met3.png
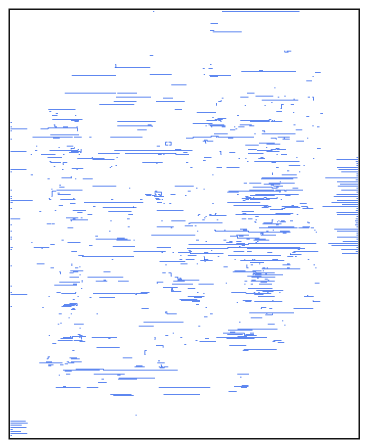
met1.png
Scale bar: 50 um. Supply wires on this layer in gray.
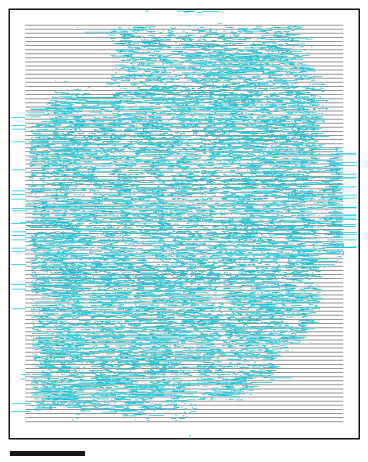
===== config.mk =====
export PLATFORM = sky130hd
export DESIGN_NAME = pid_controller_param
export DESIGN_NICKNAME = d
export VERILOG_FILES = /design/src/rtl/pid_pkg.sv /design/src/rtl/pid_sat.sv /design/src/rtl/pid_controller_param.sv
export SDC_FILE = /design/constraint.sdc
export NUM_CORES = 2
export LEC_CHECK = 0
export ABC_AREA = 1
export CAP_MARGIN = 20
export CORE_ASPECT_RATIO = 1.25
export CORE_MARGIN = 10
export CORE_UTILIZATION = 50
export DETAILED_ROUTE_END_ITERATION = 8
export PLACE_DENSITY = 0.75
export REMOVE_ABC_BUFFERS = 1
export SLEW_MARGIN = 15
export SYNTH_ARGS = -nofsm -noshare
export SYNTH_HDL_FRONTEND = slang
export SYNTH_HIERARCHICAL = 1
export SYNTH_SLANG_ARGS = --single-unit

===== constraint.sdc =====
create_clock -name clk -period 11.7 [get_ports clk]
set_input_delay 2.925 -clock clk [delete_from_list [all_inputs] [get_ports clk]]
set_output_delay 2.925 -clock clk [all_outputs]
set_load 0.005 [all_outputs]

===== src/rtl/pid_pkg.sv =====
// Shared types and helpers for the multi-cycle PID controller.
// Holds the sequencer state encoding, default widths and the overflow
// classifier used by every signed saturator in the datapath.
package pid_pkg;

  localparam int DEF_DW   = 16;
  localparam int DEF_FRAC = 8;

  typedef enum logic [2:0] {
    ST_IDLE  = 3'd0,
    ST_ERR   = 3'd1,
    ST_MUL_P = 3'd2,
    ST_MUL_I = 3'd3,
    ST_MUL_D = 3'd4,
    ST_SUM   = 3'd5
  } state_t;

  typedef enum logic [1:0] {
    SAT_NONE = 2'b00,
    SAT_POS  = 2'b01,
    SAT_NEG  = 2'b10
  } sat_dir_t;

  // A signed value fits the narrower width when every bit above the new sign
  // bit equals it; otherwise it clips toward the side its sign points to.
  function automatic sat_dir_t sat_dir(input logic sign_bit, input logic top_all_same);
    if (top_all_same) begin
      return SAT_NONE;
    end else if (sign_bit) begin
      return SAT_NEG;
    end else begin
      return SAT_POS;
    end
  endfunction

endpackage


===== src/rtl/pid_sat.sv =====
// Signed saturator: clips a signed IN_W value into the signed OUT_W range.
// Purely combinational; IN_W must be greater than OUT_W.
module pid_sat
  import pid_pkg::*;
#(
  parameter int IN_W  = 17,
  parameter int OUT_W = 16
) (
  input  logic signed [IN_W-1:0]  din,
  output logic signed [OUT_W-1:0] dout
);

  logic [IN_W-OUT_W:0] top;
  logic                top_same;
  sat_dir_t            dir;

  // Inspect the bits that would be dropped and pick the clipped or passed value
  always_comb begin
    top      = din[IN_W-1:OUT_W-1];
    top_same = (&top) | ~(|top);
    dir      = sat_dir(din[IN_W-1], top_same);
    case (dir)
      SAT_POS: dout = {1'b0, {(OUT_W-1){1'b1}}};
      SAT_NEG: dout = {1'b1, {(OUT_W-1){1'b0}}};
      default: dout = din[OUT_W-1:0];
    endcase
  end

endmodule


===== src/rtl/pid_controller_param.sv =====
// Multi-cycle PID controller: one shared signed multiplier sequenced by a
// six-state FSM, result registered 5 edges after the sample is captured.
// Anti-windup integrator clamp, saturated output, overrun flag on dropped ticks.
module pid_controller_param
  import pid_pkg::*;
#(
  parameter int DW   = DEF_DW,
  parameter int FRAC = DEF_FRAC,
  parameter int ACCW = 2*DW+4
) (
  input  logic                 clk,
  input  logic                 rst,
  input  logic                 en,
  input  logic                 clear,
  input  logic signed [DW-1:0] setpoint,
  input  logic signed [DW-1:0] feedback,
  input  logic signed [DW-1:0] kp,
  input  logic signed [DW-1:0] ki,
  input  logic signed [DW-1:0] kd,
  input  logic [ACCW-2:0]      int_limit,
  input  logic [15:0]          clk_times,
  output logic signed [DW-1:0] control_signal,
  output logic                 valid,
  output logic                 busy,
  output logic                 overrun
);

  state_t                state_q, state_d;
  logic [15:0]           cnt_q, cnt_d;
  logic signed [DW-1:0]  sp_q, sp_d;
  logic signed [DW-1:0]  fb_q, fb_d;
  logic signed [DW-1:0]  e_q, e_d;
  logic signed [DW-1:0]  prev_e_q, prev_e_d;
  logic signed [ACCW-1:0] p_q, p_d;
  logic signed [ACCW-1:0] acc_q, acc_d;
  logic signed [ACCW-1:0] dterm_q, dterm_d;
  logic signed [DW-1:0]  ctrl_q, ctrl_d;
  logic                  valid_q, valid_d;
  logic                  overrun_q, overrun_d;

  logic                  tick;
  logic signed [DW:0]    err_raw;
  logic signed [DW-1:0]  err_sat;
  logic signed [DW:0]    de_raw;
  logic signed [DW-1:0]  de_sat;
  logic signed [DW-1:0]  mul_a, mul_b;
  logic signed [2*DW-1:0] prod;
  logic signed [ACCW-1:0] prod_ext;
  logic signed [ACCW:0]  acc_sum, lim_pos, lim_neg, acc_clamp;
  logic signed [ACCW-1:0] sum_s;
  logic signed [ACCW-FRAC-1:0] sum_shift;
  logic signed [DW-1:0]  out_sat;
  logic                  unused_bits;

  // Error and derivative delta are computed one bit wider, then clipped back to DW
  pid_sat #(.IN_W(DW+1), .OUT_W(DW)) u_sat_err (.din(err_raw), .dout(err_sat));
  pid_sat #(.IN_W(DW+1), .OUT_W(DW)) u_sat_de  (.din(de_raw),  .dout(de_sat));
  pid_sat #(.IN_W(ACCW-FRAC), .OUT_W(DW)) u_sat_out (.din(sum_shift), .dout(out_sat));

  // The clamp result always fits ACCW, and the fraction bits are shifted away
  assign unused_bits = ^{acc_clamp[ACCW], sum_s[FRAC-1:0]};

  // State and datapath registers, all cleared by the asynchronous reset
  always_ff @(posedge clk or posedge rst) begin
    if (rst) begin
      state_q   <= ST_IDLE;
      cnt_q     <= '0;
      sp_q      <= '0;
      fb_q      <= '0;
      e_q       <= '0;
      prev_e_q  <= '0;
      p_q       <= '0;
      acc_q     <= '0;
      dterm_q   <= '0;
      ctrl_q    <= '0;
      valid_q   <= 1'b0;
      overrun_q <= 1'b0;
    end else begin
      state_q   <= state_d;
      cnt_q     <= cnt_d;
      sp_q      <= sp_d;
      fb_q      <= fb_d;
      e_q       <= e_d;
      prev_e_q  <= prev_e_d;
      p_q       <= p_d;
      acc_q     <= acc_d;
      dterm_q   <= dterm_d;
      ctrl_q    <= ctrl_d;
      valid_q   <= valid_d;
      overrun_q <= overrun_d;
    end
  end

  // Sequencer next state: one cycle per stage, a new sample only starts from IDLE
  always_comb begin
    state_d = state_q;
    case (state_q)
      ST_IDLE:  if (tick) state_d = ST_ERR;
      ST_ERR:   state_d = ST_MUL_P;
      ST_MUL_P: state_d = ST_MUL_I;
      ST_MUL_I: state_d = ST_MUL_D;
      ST_MUL_D: state_d = ST_SUM;
      ST_SUM:   state_d = ST_IDLE;
      default:  state_d = ST_IDLE;
    endcase
  end

  // Sequencer outputs: busy flag and the shared multiplier operand select
  always_comb begin
    busy  = (state_q != ST_IDLE);
    mul_a = kp;
    mul_b = e_q;
    case (state_q)
      ST_MUL_I: begin
        mul_a = ki;
        mul_b = e_q;
      end
      ST_MUL_D: begin
        mul_a = kd;
        mul_b = de_sat;
      end
      default: begin
        mul_a = kp;
        mul_b = e_q;
      end
    endcase
  end

  // Sample counter, shared multiplier and the per-stage register updates
  always_comb begin
    tick    = en && (cnt_q == clk_times);
    cnt_d   = (!en || tick) ? 16'd0 : cnt_q + 16'd1;

    err_raw = {sp_q[DW-1], sp_q} - {fb_q[DW-1], fb_q};
    de_raw  = {e_q[DW-1], e_q} - {prev_e_q[DW-1], prev_e_q};

    // Sign-extended operands keep the low 2*DW bits of the product signed-correct
    prod     = {{DW{mul_a[DW-1]}}, mul_a} * {{DW{mul_b[DW-1]}}, mul_b};
    prod_ext = {{(ACCW-2*DW){prod[2*DW-1]}}, prod};

    // One extra bit so the integrator sum cannot wrap before it is clamped
    acc_sum = {acc_q[ACCW-1], acc_q} + {prod_ext[ACCW-1], prod_ext};
    lim_pos = {2'b00, int_limit};
    lim_neg = -lim_pos;
    if (acc_sum > lim_pos) begin
      acc_clamp = lim_pos;
    end else if (acc_sum < lim_neg) begin
      acc_clamp = lim_neg;
    end else begin
      acc_clamp = acc_sum;
    end

    // Dropping the low FRAC bits of a two's complement value is a floor shift
    sum_s     = p_q + acc_q + dterm_q;
    sum_shift = sum_s[ACCW-1:FRAC];

    sp_d      = sp_q;
    fb_d      = fb_q;
    e_d       = e_q;
    prev_e_d  = prev_e_q;
    p_d       = p_q;
    acc_d     = acc_q;
    dterm_d   = dterm_q;
    ctrl_d    = ctrl_q;
    valid_d   = (state_q == ST_SUM);
    overrun_d = tick && (state_q != ST_IDLE);

    case (state_q)
      ST_IDLE: begin
        if (tick) begin
          sp_d = setpoint;
          fb_d = feedback;
        end
      end
      ST_ERR:   e_d = err_sat;
      ST_MUL_P: p_d = prod_ext;
      ST_MUL_I: acc_d = acc_clamp[ACCW-1:0];
      ST_MUL_D: begin
        dterm_d  = prod_ext;
        prev_e_d = e_q;
      end
      ST_SUM:   ctrl_d = out_sat;
      default: ;
    endcase

    // Clear overrides any integrator or history update in the same cycle
    if (clear) begin
      acc_d    = '0;
      prev_e_d = '0;
    end
  end

  assign control_signal = ctrl_q;
  assign valid          = valid_q;
  assign overrun        = overrun_q;

endmodule


==> metrics.cfg <==
[grt]
top_usage_layer=met2
number_of_global_route_vias_before_repair=27900
groute.usage.overall_pct=26.0
grt_start_max_net_pins=124
grt_antenna_before_repair=0
groute.layer.met2.usage_pct=47.8
first_pass_grt_wire_length_um=139000
globalRoute.totalOverflow=0

[detailed_routing]
wl_met3_um=4980
detail_route.drc_violations=0
dr.max_layer_used=met4
avgRoutedWirePerCell_um=18.4
detail_route.first_pass.iterations=5
final_antenna_net_count=0
drtIter0Drc=1920
dr_wl_met2_um=48400
detail_route.vias_per_cell=5.40
routedLengthMet1_um=34600

[cells_and_area]
ratio_of_cells_with_drive_above_1_in_the_final_layout_pct=23.9
design_area_um2=37200
buffer_area_share_pct=16.5
num-nets-final=5056
post-route-util_pct=66.7
fillers=4380
multi_input_comb_cells=2768
tally_of_non_filler_cells_in_the_final_layout=5119
area.share.sequential_pct=13.5
signal_buffers=707
flop-count=201
final.signal_inverter_count=661
combGateArea_um2=21900
antenna_cells=0
area_growth_from_synthesis_to_layout_pct=32.8
share_of_cell_area_taken_by_multi_input_logic_gates_pct=58.7
dominant_cells=multi-input combinational cells
clock_buffer_count=31
ff_latch_area_um2=5030
area_share_clock_buf_inv_pct=1.93

[critical_path]
critical_path.reg2reg.endpoint=acc_q[13]
slowest_stage=sky130_fd_sc_hd__fa_2
critical_path_required_ns=12.10
worst-setup-path-type=reg2reg
worst_path_most_repeated_cell=sky130_fd_sc_hd__nand2_1
setup_slack_of_the_worst_register_to_register_path_ns=-0.41
cp_num_cells=65
stage_delay_of_the_slowest_cell_on_the_critical_path_ns=0.58
reg2regPathDepth=65
worst_r2r_startpoint=prev_e_q[0]
endpoint_kind=flop
crit_path_start=prev_e_q[0]
critical_path.max_fanout=5
cp-start-kind=flop
crit_end=acc_q[13]
crit_arrival_ns=12.51
worst_path_dominant_cell_family=adder cells
critPathBufInv=18

[yosys]
simple_gate_share_pct=23.3
ys_top_cells_by_count=sky130_fd_sc_hd__nand2_1 (918), sky130_fd_sc_hd__inv_1 (633), sky130_fd_sc_hd__nor2_1 (353), sky130_fd_sc_hd__fa_1 (299), sky130_fd_sc_hd__ha_1 (261)
yosys_register_bits=201
yosys.area_share.adder_pct=33.0
ys_sh_xor_pct=5.18
avgSynthCellArea_um2=7.54
edf_count=0
synth.cell_area_um2=28000
synth_top_area_share_pct=21.3
yosys.area_share.aoi_pct=9.31
post-synth-top-count-cell=sky130_fd_sc_hd__nand2_1
yosysTopAreaCell=sky130_fd_sc_hd__fa_1
postSynthSeqShare_pct=17.9
asyncSetResetFlopFracSynth_pct=100
synth_warnings=6
postSynthCellCount=3719
topCombFamilyByArea=adder cells
yosys-stat-area_um2=28000
yosys-stat-cells=3719
synth-main-ff-cell=sky130_fd_sc_hd__dfrtp_1
post_synth_cell_types=57
synthMuxAreaShare_pct=0.642
yosys-top-cells-area=sky130_fd_sc_hd__fa_1 (21%), sky130_fd_sc_hd__dfrtp_1 (18%), sky130_fd_sc_hd__nand2_1 (12%)

[placed_design]
finalWeightedCongestion=0.989
dpl.hpwl_um=69200
port-buffer-count=153
place.detailed.instances=4994
dpl_cell_area_um2=33700

[timing]
final_hold_viol_count=0
setup_viol_count_final=36
worst_clock_skew_ns=0.0447
rsz0062_at_grt=yes
timing.fmax_mhz=82.6
finalWorstSetupSlack_ns=-0.412
slew_headroom_pct=32.5
drv_slew=0
final.min_clock_period_ns=12.11
layout_worst_path_cycle_share_pct=104
max_slew.worst_pin.slew_ns=1.01
fin_tns_setup_ns=-11.44

[run]
cap_violations=0
warning_count=32

[floorplanning]
die_area_um2=66000
i_o_pins=154
fp_util_pct=50.2
die_height_um=285
floorplan.die.width_um=232
core_area_um2=55800
tapcell.inserted=742
rows=97

[clock_network]
cts-root-to-sink-buffers=3
cts-buffers-inserted=22
clock_tree.htree_level_count=1
cts.reportedPaths.clkPinSlew_ns=0.07
worst_skew_pair.late_latency_ns=0.56
tritoncts=built
clock_sinks=201
clockRootBuffer=sky130_fd_sc_hd__clkbuf_16

[hold_path]
hold_class=reg2reg
worst_hold_path.num_cells=2
hold_path_startpoint=control_signal[1]
worst_hold_path.endpoint=control_signal[1]

[run_status]
violated_checks=negative setup slack
result_of_the_run=complete, but fails checks

Back to the opening pictures, met3.png:
longest straight run = 51.8 um
main direction = horizontal
nets with wire on the layer = 482
share of all routed wire = 5.3%
vias: 27700
Detailed Route WL: 94000 um
fraction of met3 tracks used by global routing: 2.37%

Back to the opening pictures, met1.png:
longest straight run = 50.1 um
share of all routed wire = 37%
wire length on this layer = 34.6 mm
nets with wire on the layer = 4765
GR met1 Demand/Resource: 29.8%

repair_timing:
item                                    4_1_cts  5_1_grt
gates cloned                                  5        7
gates resized                               226      292
endpoints found under the setup margin       36       36
setup buffers                                45       30
pin swaps                                   105      184
hold buffers                                  0        0
metrics by stage:
stage / setup WS, ns / hold slack [ns]
after CTS: 0.00373 / 0.490
final: -0.412 / 0.489
after floorplan: -1.36 / 0.453
after detailed placement: -1.35 / 0.474
after global placement: -1.34 / 0.468
after global routing: -0.855 / 0.512
placed cells by master, fill, tap and decap left out, types with 41 or more instances in the layout:
master                            netlist  routed
sky130_fd_sc_hd__nand2_1              918     878
sky130_fd_sc_hd__inv_1                633     575
sky130_fd_sc_hd__buf_4                  4     493
sky130_fd_sc_hd__nor2_1               353     292
sky130_fd_sc_hd__fa_1                 299     281
sky130_fd_sc_hd__ha_1                 261     227
sky130_fd_sc_hd__dfrtp_1              201     201
sky130_fd_sc_hd__a21oi_1              196     165
sky130_fd_sc_hd__clkdlybuf4s50_1        0     153
sky130_fd_sc_hd__o21ai_0              163     111
sky130_fd_sc_hd__xor2_1               108      92
sky130_fd_sc_hd__nand3_1              111      91
sky130_fd_sc_hd__inv_2                 18      65
sky130_fd_sc_hd__nand2_2               32      57
sky130_fd_sc_hd__xnor2_1               58      55
sky130_fd_sc_hd__nor2_2                 4      41
sky130_fd_sc_hd__nand3_2               30      41
sequential cells by signal (all words and copies together), names as in the netlist:
signal	count
p_q	32
cnt_q	16
sp_q	16
valid	1
dterm_q	32
prev_e_q	16
control_signal	16
overrun	1
state_q	3
fb_q	16
acc_q	36
e_q	16
